==> config.mk <==
export PLATFORM = sky130hd
export DESIGN_NAME = up_writeback_ctrl_flat
export DESIGN_NICKNAME = d
export VERILOG_FILES = /design/src/rtl/up_writeback_ctrl_if.sv /design/src/rtl/up_writeback_ctrl.sv /design/src/flat_wrapper.sv
export SDC_FILE = /design/constraint.sdc
export NUM_CORES = 1
export LEC_CHECK = 0
export CORE_AREA = 5 5 272 274
export CTS_BUF_LIST = sky130_fd_sc_hd__clkbuf_4
export DETAILED_ROUTE_END_ITERATION = 10
export DIE_AREA = 0 0 277 279
export GPL_TIMING_DRIVEN = 0
export SETUP_SLACK_MARGIN = 0.4
export SYNTH_ARGS = -nofsm -noshare
export SYNTH_HDL_FRONTEND = slang
export SYNTH_SLANG_ARGS = --single-unit
==> constraint.sdc <==
create_clock -name clk -period 1.76 [get_ports clk]
set_clock_uncertainty 0.05 [all_clocks]
set_input_delay 0.528 -clock clk [delete_from_list [all_inputs] [get_ports clk]]
set_output_delay 0.528 -clock clk [all_outputs]
set_load 0.03 [all_outputs]
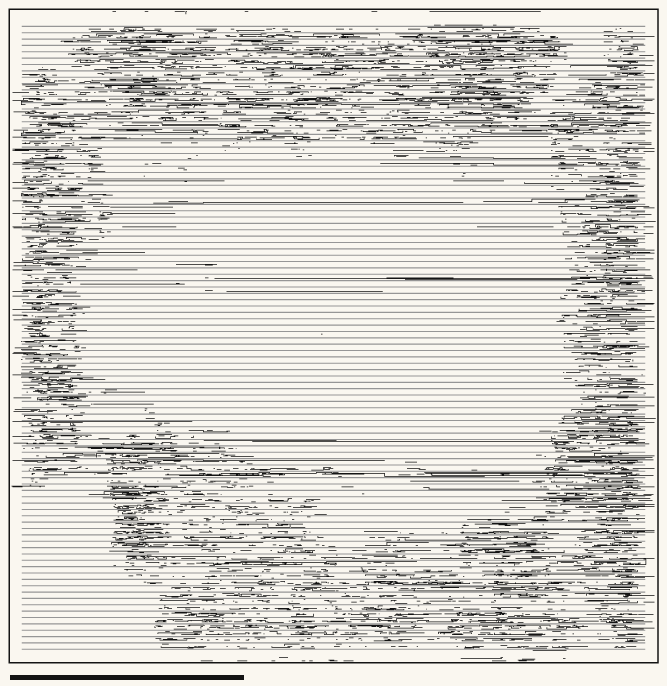
m1.png
Scale bar: 100 µm. Supply wires on this layer in gray.
longest straight run: 161 µm
wire length on this layer: 21.8 mm
routed wire length: 58700 µm
met1 Track Usage GR: 0.137

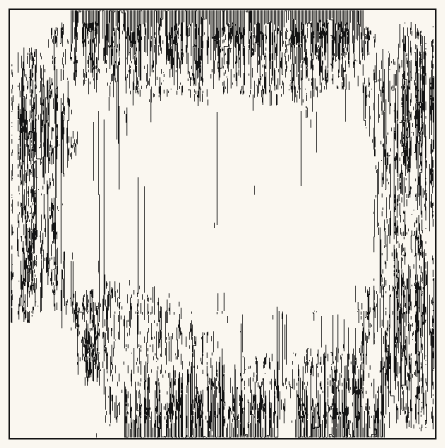
m2.png
main direction: vertical
share of all routed wire: 51%
longest straight run: 121 µm
nets with wire on the layer: 2286
met2 demand-to-capacity share in global routing: 0.241
total number of vias: 12900

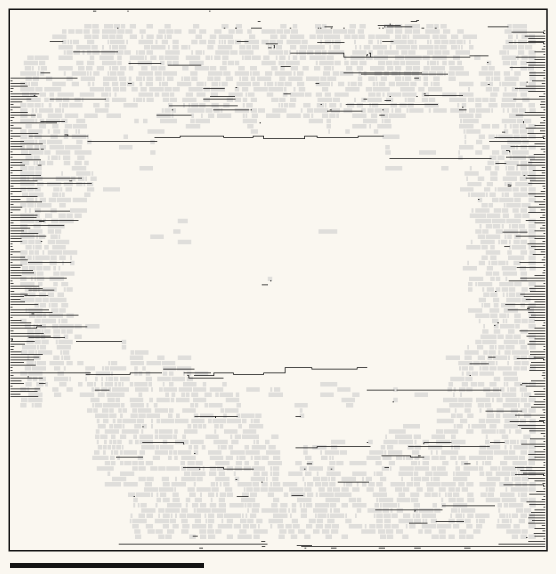
m3.png
Scale bar: 100 µm. Cells faint in the background.
wire length on this layer: 4390 µm
longest straight run: 126 µm
nets with wire on the layer: 384
routing usage on met3: 0.0493

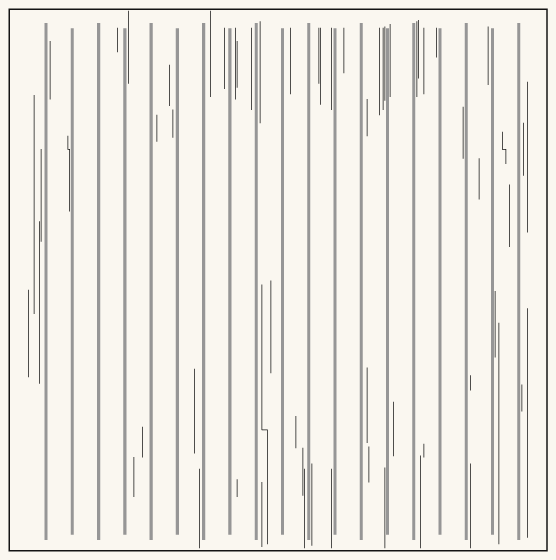
m4.png
Supply wires on this layer in gray.
main direction: vertical
share of all routed wire: 4.1%
nets with wire on the layer: 44
wire length on this layer: 2410 µm
longest straight run: 118 µm

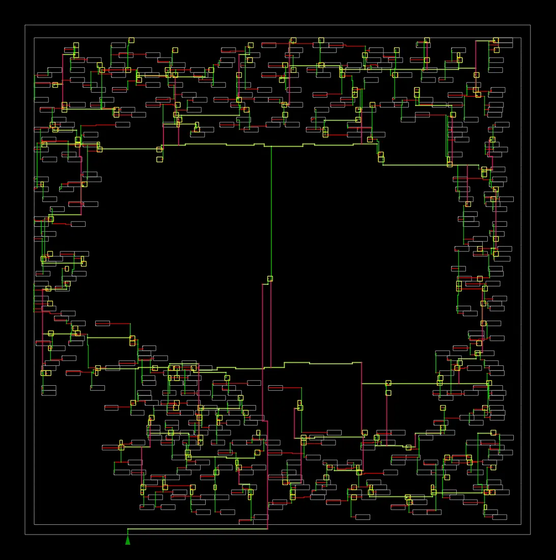
clock_nets.png
insertion delay to the later sink of the worst-skew pair: 0.81 ns
count of clock-net buffers in the final layout: 163

==> results.txt <==
run metrics: clk sinks=406, top logic cell family in the synthesized netlist=multiplexers, pin count of the biggest net entering global routing=16, instance count on the critical path=7, total placed cells including tap cells=2953, Post-synth EDFFs=0, clock input transition at the sequential cells of the worst setup and hold paths=0.07 ns, Post-Route M1 WL=about 22000 µm, number of standard cells after synthesis=1305, utilization of the core after routing=0.380, number of different library cells in the post-synthesis netlist=35, clock network contribution to total cell area=0.0502, number of hold buffers added after CTS=1, # resized after CTS=2929, violated checks=negative setup slack, post-synthesis cell area=14100 µm², total nets after synthesis=1653, Sequential cell area=8610 µm², Adder Area Share=0.00355, number of antenna cells inserted=6, DRC violations left=0, core region area=71100 µm², flop count=around 410, tally of non-filler cells in the final layout=3247, post-layout period usage of the worst path=1.55, Register-to-Register Setup Slack=-0.07 ns, outcome=finished, violations left, clock period minus worst slack=about 2.7 ns, synthesized flop and latch total=406, sequential cell area fraction in the yosys report=0.576, number of port buffers=698, layer carrying the most global-route usage=met2, post-layout worst setup margin=-0.969 ns, logic gate share of total power=0.104, Largest area class, layout=non-clock buffers, most common library cell in the layout ignoring fill and taps=sky130_fd_sc_hd__buf_6, cells along the critical path=ha_4 > buf_8 > and2b_4 > clkbuf_16 > and2_4 > buf_6 > buf_6, count of final hold-check violations=0, Placed Instance Area=22600 µm², ys async rst share=0, power density relative to cell area=between 700 and 800 nW/µm², net switching fraction of the power=0.247, max-cap viol count=0, area fraction in compound gates=0.0104, total tool warning count=31, switching power=4.82 mW, part of the total power dissipated in the clock network=0.421, crit-path max cell delay=between 0.3 and 0.4 ns, global-route wire length before repair=just over 80000 µm, slowest library cell on the worst path=sky130_fd_sc_hd__dfxtp_4, Synth top cell by count=sky130_fd_sc_hd__dfxtp_1, vias in the first global route=13400, total met3 wirelength after detailed routing=4390 µm, power in sequential cells=between 9 and 10 mW, vias per cell=3.96, overall routing resource usage=0.134, logic depth of the worst register-to-register path=8, area of all placed cells without fillers=27100 µm², Setup Viol. Count Final=357, final weighted congestion in routability-driven placement=0.859, hold_ws=0.271 ns, number of nets at the end of the flow=2556, layout cell share with drive strength beyond 1=0.488, Leak=between 10 and 15 nW, DR iter-0 viols=293, worst min-delay path class=input port to flop, number of placed I/O pins=700, number of flip-flops in the largest register=320, Dominant flop cell=sky130_fd_sc_hd__dfxtp_1, floorplan utilization=0.198, Relative slew margins=0.728, fraction of power consumed by sequential logic=0.475, combined area of the multi-input logic cells=5740 µm², clock tree from TritonCTS=yes, area fraction in xor and xnor cells=0, Non-clock buffers, area share=0.374, Area leader share=0.576
No activity file was given, so power comes from the tool's default toggle rates.
